## src/rtl/csi_rx_frame_ctrl_if.sv

```systemverilog
// csi_rx_frame_ctrl_if: signal bundle between the CSI-2 packet handler / host
// control and the frame-level sequencer.
//   control : enable, arm, continuous, clear_err               (to sequencer)
//   handler : vsync, in_frame, in_line, payload_enable         (to sequencer)
//   results : rx_reset, capture_enable, frame_start, frame_done,
//             frame_error, line_count[15:0], err_flags[3:0], busy (from sequencer)
interface csi_rx_frame_ctrl_if;
  localparam int unsigned LINE_W = 16;
  localparam int unsigned ERR_W  = 4;

  logic              enable;
  logic              arm;
  logic              continuous;
  logic              clear_err;
  logic              vsync;
  logic              in_frame;
  logic              in_line;
  logic              payload_enable;
  logic              rx_reset;
  logic              capture_enable;
  logic              frame_start;
  logic              frame_done;
  logic              frame_error;
  logic [LINE_W-1:0] line_count;
  logic [ERR_W-1:0]  err_flags;
  logic              busy;

  // Driver side: control and packet-handler status.
  modport master (
    output enable, arm, continuous, clear_err,
    output vsync, in_frame, in_line, payload_enable,
    input  rx_reset, capture_enable, frame_start, frame_done, frame_error,
    input  line_count, err_flags, busy
  );

  // Sequencer side.
  modport slave (
    input  enable, arm, continuous, clear_err,
    input  vsync, in_frame, in_line, payload_enable,
    output rx_reset, capture_enable, frame_start, frame_done, frame_error,
    output line_count, err_flags, busy
  );
endinterface

```

## src/rtl/csi_rx_frame_ctrl.sv

```systemverilog
// csi_rx_frame_ctrl: frame-level sequencer beside the CSI-2 packet handler.
// Gates payload one whole frame at a time, checks words per line and lines per
// frame, runs a watchdog while capturing and, on a stall, pulses rx_reset into
// the handler/aligners before re-synchronising on the next Frame Start.
// Ports:
//   clock         byte/word clock
//   reset         synchronous active-high reset
//   bus (slave)   enable/arm/continuous/clear_err, vsync/in_frame/in_line/
//                 payload_enable in; rx_reset, capture_enable, frame_start,
//                 frame_done, frame_error, line_count, err_flags, busy out
module csi_rx_frame_ctrl #(
  parameter logic [15:0] EXP_LINES    = 16'd480,
  parameter logic [15:0] EXP_WORDS    = 16'd160,
  parameter logic [23:0] TIMEOUT      = 24'd65535,
  parameter logic [3:0]  RESET_CYCLES = 4'd4
) (
  input logic            clock,
  input logic            reset,
  csi_rx_frame_ctrl_if.slave bus
);
  localparam int unsigned LINE_W = 16;
  localparam int unsigned WORD_W = 16;
  localparam int unsigned WD_W   = 24;
  localparam int unsigned RST_W  = 4;
  localparam int unsigned ERR_W  = 4;

  typedef enum logic [1:0] {
    IDLE    = 2'd0,
    WAIT_FS = 2'd1,
    CAPTURE = 2'd2,
    RECOVER = 2'd3
  } state_t;

  state_t            state_q, state_d;
  logic              in_line_q, in_frame_q;
  logic [WORD_W-1:0] words_q, words_d;
  logic [WD_W-1:0]   wd_q, wd_d;
  logic [RST_W-1:0]  rcnt_q, rcnt_d;
  logic              perr_q, perr_d;
  logic [LINE_W-1:0] lines_q, lines_d;
  logic [ERR_W-1:0]  err_q, err_d;
  logic              rx_reset_q, rx_reset_d;
  logic              cap_q, cap_d;
  logic              fs_q, fs_d;
  logic              fd_q, fd_d;
  logic              fe_q, fe_d;
  logic              busy_q, busy_d;

  logic              line_end, frame_end, activity;
  logic              len_bad, cnt_bad;
  logic [ERR_W-1:0]  err_new;

  // Edge detection against the registered copies of the handler strobes.
  assign line_end  = in_line_q & ~bus.in_line;
  assign frame_end = in_frame_q & ~bus.in_frame;
  assign activity  = bus.payload_enable | (bus.in_line ^ in_line_q) |
                     (bus.in_frame ^ in_frame_q) | bus.vsync;

  // Next-state and next-output logic.
  always_comb begin
    state_d = state_q;
    words_d = words_q;
    wd_d    = wd_q;
    rcnt_d  = rcnt_q;
    perr_d  = perr_q;
    lines_d = lines_q;
    fs_d    = 1'b0;
    fd_d    = 1'b0;
    fe_d    = 1'b0;
    err_new = '0;
    len_bad = 1'b0;
    cnt_bad = 1'b0;

    unique case (state_q)
      IDLE: begin
        if (bus.arm || bus.continuous) state_d = WAIT_FS;
      end
      WAIT_FS: begin
        if (bus.vsync) begin
          state_d = CAPTURE;
          fs_d    = 1'b1;
          lines_d = '0;
          words_d = '0;
          wd_d    = '0;
          perr_d  = 1'b0;
        end
      end
      CAPTURE: begin
        if (!activity && (wd_q >= TIMEOUT - WD_W'(1))) begin
          // Stall: abort the frame and reset the receive path.
          err_new[2] = 1'b1;
          fe_d       = 1'b1;
          state_d    = RECOVER;
          rcnt_d     = RESET_CYCLES - RST_W'(1);
        end else if (bus.vsync) begin
          // Frame Start without Frame End: report and restart the frame.
          err_new[3] = 1'b1;
          fe_d       = 1'b1;
          fs_d       = 1'b1;
          lines_d    = '0;
          words_d    = '0;
          wd_d       = '0;
          perr_d     = 1'b0;
        end else begin
          wd_d = activity ? '0 : wd_q + WD_W'(1);
          if (bus.payload_enable && bus.in_line && (words_q != '1))
            words_d = words_q + WORD_W'(1);
          if (line_end) begin
            lines_d = lines_q + LINE_W'(1);
            words_d = '0;
            if (words_q != EXP_WORDS) begin
              len_bad    = 1'b1;
              err_new[0] = 1'b1;
            end
          end
          perr_d = perr_q | len_bad;
          if (frame_end) begin
            // lines_d already counts a line closing in this same cycle.
            if (lines_d != EXP_LINES) begin
              cnt_bad    = 1'b1;
              err_new[1] = 1'b1;
            end
            if (perr_q || len_bad || cnt_bad) fe_d = 1'b1;
            else                              fd_d = 1'b1;
            state_d = bus.continuous ? WAIT_FS : IDLE;
          end
        end
      end
      RECOVER: begin
        if (rcnt_q == '0) state_d = bus.continuous ? WAIT_FS : IDLE;
        else              rcnt_d  = rcnt_q - RST_W'(1);
      end
    endcase

    // A new error wins over a simultaneous clear.
    err_d      = (bus.clear_err ? '0 : err_q) | err_new;
    rx_reset_d = (state_d == RECOVER);
    cap_d      = (state_d == CAPTURE);
    busy_d     = (state_d != IDLE);
  end

  // State and output registers; everything holds while enable is low.
  always_ff @(posedge clock) begin
    if (reset) begin
      state_q    <= IDLE;
      in_line_q  <= 1'b0;
      in_frame_q <= 1'b0;
      words_q    <= '0;
      wd_q       <= '0;
      rcnt_q     <= '0;
      perr_q     <= 1'b0;
      lines_q    <= '0;
      err_q      <= '0;
      rx_reset_q <= 1'b0;
      cap_q      <= 1'b0;
      fs_q       <= 1'b0;
      fd_q       <= 1'b0;
      fe_q       <= 1'b0;
      busy_q     <= 1'b0;
    end else if (bus.enable) begin
      state_q    <= state_d;
      in_line_q  <= bus.in_line;
      in_frame_q <= bus.in_frame;
      words_q    <= words_d;
      wd_q       <= wd_d;
      rcnt_q     <= rcnt_d;
      perr_q     <= perr_d;
      lines_q    <= lines_d;
      err_q      <= err_d;
      rx_reset_q <= rx_reset_d;
      cap_q      <= cap_d;
      fs_q       <= fs_d;
      fd_q       <= fd_d;
      fe_q       <= fe_d;
      busy_q     <= busy_d;
    end
  end

  assign bus.rx_reset       = rx_reset_q;
  assign bus.capture_enable = cap_q;
  assign bus.frame_start    = fs_q;
  assign bus.frame_done     = fd_q;
  assign bus.frame_error    = fe_q;
  assign bus.line_count     = lines_q;
  assign bus.err_flags      = err_q;
  assign bus.busy           = busy_q;
endmodule

```

## src/flat_wrapper.sv

```systemverilog
// flat-port wrapper written by rule: the top's interface ports become plain ports
module csi_rx_frame_ctrl_flat 
#(
  parameter logic [15:0] EXP_LINES    = 16'd480,
  parameter logic [15:0] EXP_WORDS    = 16'd160,
  parameter logic [23:0] TIMEOUT      = 24'd65535,
  parameter logic [3:0]  RESET_CYCLES = 4'd4
)
  (clock, reset, bus_enable, bus_arm, bus_continuous, bus_clear_err, bus_vsync, bus_in_frame, bus_in_line, bus_payload_enable, bus_rx_reset, bus_capture_enable, bus_frame_start, bus_frame_done, bus_frame_error, bus_line_count, bus_err_flags, bus_busy);
  csi_rx_frame_ctrl_if bus_i ();
  input logic clock;
  input logic reset;
  input wire logic [$bits(bus_i.enable)-1:0] bus_enable;
  input wire logic [$bits(bus_i.arm)-1:0] bus_arm;
  input wire logic [$bits(bus_i.continuous)-1:0] bus_continuous;
  input wire logic [$bits(bus_i.clear_err)-1:0] bus_clear_err;
  input wire logic [$bits(bus_i.vsync)-1:0] bus_vsync;
  input wire logic [$bits(bus_i.in_frame)-1:0] bus_in_frame;
  input wire logic [$bits(bus_i.in_line)-1:0] bus_in_line;
  input wire logic [$bits(bus_i.payload_enable)-1:0] bus_payload_enable;
  output wire logic [$bits(bus_i.rx_reset)-1:0] bus_rx_reset;
  output wire logic [$bits(bus_i.capture_enable)-1:0] bus_capture_enable;
  output wire logic [$bits(bus_i.frame_start)-1:0] bus_frame_start;
  output wire logic [$bits(bus_i.frame_done)-1:0] bus_frame_done;
  output wire logic [$bits(bus_i.frame_error)-1:0] bus_frame_error;
  output wire logic [$bits(bus_i.line_count)-1:0] bus_line_count;
  output wire logic [$bits(bus_i.err_flags)-1:0] bus_err_flags;
  output wire logic [$bits(bus_i.busy)-1:0] bus_busy;
  assign bus_i.enable = bus_enable;
  assign bus_i.arm = bus_arm;
  assign bus_i.continuous = bus_continuous;
  assign bus_i.clear_err = bus_clear_err;
  assign bus_i.vsync = bus_vsync;
  assign bus_i.in_frame = bus_in_frame;
  assign bus_i.in_line = bus_in_line;
  assign bus_i.payload_enable = bus_payload_enable;
  assign bus_rx_reset = bus_i.rx_reset;
  assign bus_capture_enable = bus_i.capture_enable;
  assign bus_frame_start = bus_i.frame_start;
  assign bus_frame_done = bus_i.frame_done;
  assign bus_frame_error = bus_i.frame_error;
  assign bus_line_count = bus_i.line_count;
  assign bus_err_flags = bus_i.err_flags;
  assign bus_busy = bus_i.busy;
  csi_rx_frame_ctrl #(.EXP_LINES(EXP_LINES), .EXP_WORDS(EXP_WORDS), .TIMEOUT(TIMEOUT), .RESET_CYCLES(RESET_CYCLES)) u_core (.clock(clock), .reset(reset), .bus(bus_i));
endmodule
```

## config.mk

```make
export PLATFORM = sky130hd
export DESIGN_NAME = csi_rx_frame_ctrl_flat
export DESIGN_NICKNAME = d
export VERILOG_FILES = /design/src/rtl/csi_rx_frame_ctrl_if.sv /design/src/rtl/csi_rx_frame_ctrl.sv /design/src/flat_wrapper.sv
export SDC_FILE = /design/constraint.sdc
export NUM_CORES = 1
export LEC_CHECK = 0
export CAP_MARGIN = 10
export CELL_PAD_IN_SITES_DETAIL_PLACEMENT = 1
export CELL_PAD_IN_SITES_GLOBAL_PLACEMENT = 1
export CORE_MARGIN = 4
export CORE_UTILIZATION = 37
export CTS_CLUSTER_DIAMETER = 30
export DETAILED_ROUTE_END_ITERATION = 6
export PLACE_DENSITY = 0.69
export SLEW_MARGIN = 20
export SYNTH_ARGS = -nofsm -noshare
export SYNTH_HDL_FRONTEND = slang
export SYNTH_SLANG_ARGS = --single-unit
```

## constraint.sdc

```tcl
create_clock -name clock -period 3.4 [get_ports clock]
set_input_delay 0.85 -clock clock [delete_from_list [all_inputs] [get_ports clock]]
set_output_delay 0.85 -clock clock [all_outputs]
set_load 0.01 [all_outputs]
```

==> impl_metrics.json <==
{
  "wl_met3_um": 364,
  "skew_ns": 0.01319,
  "logic_area_mm2": 0.002427,
  "core_area_mm2": 0.01084,
  "r2r_setup_slack_ns": 0.66,
  "yosysChipArea_mm2": 0.004115,
  "worstPathRequired_ns": 3.69,
  "ir_drop_mv": 0.2859,
  "cp-endpoint": "u_core.wd_q[11]$_SDFFE_PP0P_",
  "setup_viol": 0,
  "fp.dieArea_mm2": 0.01287,
  "async_reset_ff_share_pct": 0,
  "most-common-layout-cells": "75 x dfxtp_1, 56 x nor2_1, 38 x nand2_1, 35 x clkdlybuf4s50_1, 27 x buf_4",
  "gr-usage-met2_pct": 31.53,
  "vias_per_cell": 5.546,
  "openroad.warnings": 32,
  "ant_nets": 0,
  "ff_count": 75,
  "first_pass_iters": 4,
  "highest_layer": "met4",
  "n_all_buffers": 62,
  "ys_sh_adder_pct": 3.953,
  "crit_path_end_kind": "register",
  "io_buffers": 35,
  "grt.overflow.total": 0,
  "mux_area_share_pct": 1.277,
  "clk_pin_slew_ns": 0.08,
  "topCellsByArea": "dfxtp_1 36%, nor2_1 5.1%, ha_1 4.0%, nand4_1 4.0%, nand2_1 3.5%",
  "p_sw_share_pct": 26.36,
  "outcome": "completed",
  "rsz0062_at_grt": "false",
  "postCtsHoldBufs": 0,
  "largest_reg_flops": 24,
  "power_leakage_nw": 1.775,
  "largest_register": "u_core.wd_q",
  "regToRegStartpoint": "u_core.state_q[0]$_SDFFE_PP0P_",
  "numSynthFlops": 75,
  "critical_path.cell_chain": "clkdlybuf4s50_1, inv_1, ha_1, nor4bb_1, buf_4, nand2_1, buf_4, a21o_1, buf_4, a41oi_1, o21ai_0, o31ai_1",
  "comb_cells": 379,
  "switchingPower_mw": 0.4805,
  "min_from": "u_core.wd_q[23]$_SDFFE_PP0P_",
  "synth_top_cell_by_area": "dfxtp_1",
  "ios": 36,
  "drt-met1-wl_um": 5641,
  "n_all_inverters": 26,
  "sh_seq_area_pct": 30.23,
  "clockBufferDepth": 2,
  "route.met2.wl_um": 5405,
  "drv_cap": 0,
  "yosys_warnings": 0,
  "grt_pass1_vias": 4024,
  "cp_slowest_cell": "clkdlybuf4s50_1",
  "die_x_um": 113.5,
  "fill_cells": 1301,
  "cts-root-buf": "clkbuf_8",
  "clk_latency_ns": 0.38,
  "antenna_found_initial": 0
}
-- power by group through the flow --
stage	Clock (mW)	Combinational, mW	Sequential [mW]
floorplan	0	0.110	0.915
global placement	0	0.176	0.915
detailed placement	0	0.180	0.915
CTS	0.772	0.182	0.895
global route	0.814	0.202	0.896
finish	0.748	0.181	0.895
-- per-stage QoR --
stage / setup slack (ns) / TNS, ns / hold WS (ns) / total power, mW / util (%)
floorplan: 0.7362 / 0 / 0.4205 / 1.025 / -
global placement: 0.05255 / 0 / 0.4337 / 1.091 / 43.86
detailed placement: -0.009603 / -0.009603 / 0.4419 / 1.095 / 43.86
CTS: 0.3853 / 0 / 0.4652 / 1.849 / 45.81
global route: 0.1898 / 0 / 0.4852 / 1.912 / 45.81
finish: 0.3874 / 0 / 0.4602 / 1.823 / 45.81
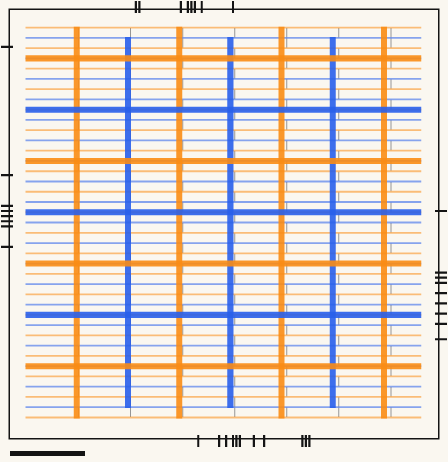
Fig. 1. PDN straps and rails.
The bar under the picture is 20 um long. Pins as bars on the die edge. Tap cells in gray.
VDD -> blue
VSS -> orange
met4 straps = 7
tap cells = 140
rows = 38
signal pins = 36
met5 straps = 7

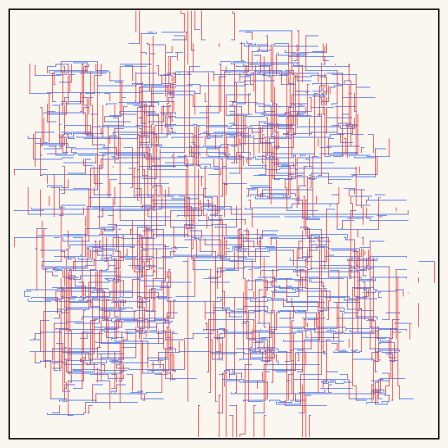
Fig. 2. Metal layers overlaid.
Only two layers are drawn.
M1 -> blue  # wire length 5640 um
M2 -> red  # wire length 5410 um
Overall Global Routing Usage: 19.19%
Via Count: 3871
drt total wl: 11610 um
routed len/inst: 16.63 um

No activity file was given, so power comes from the tool's default toggle rates.
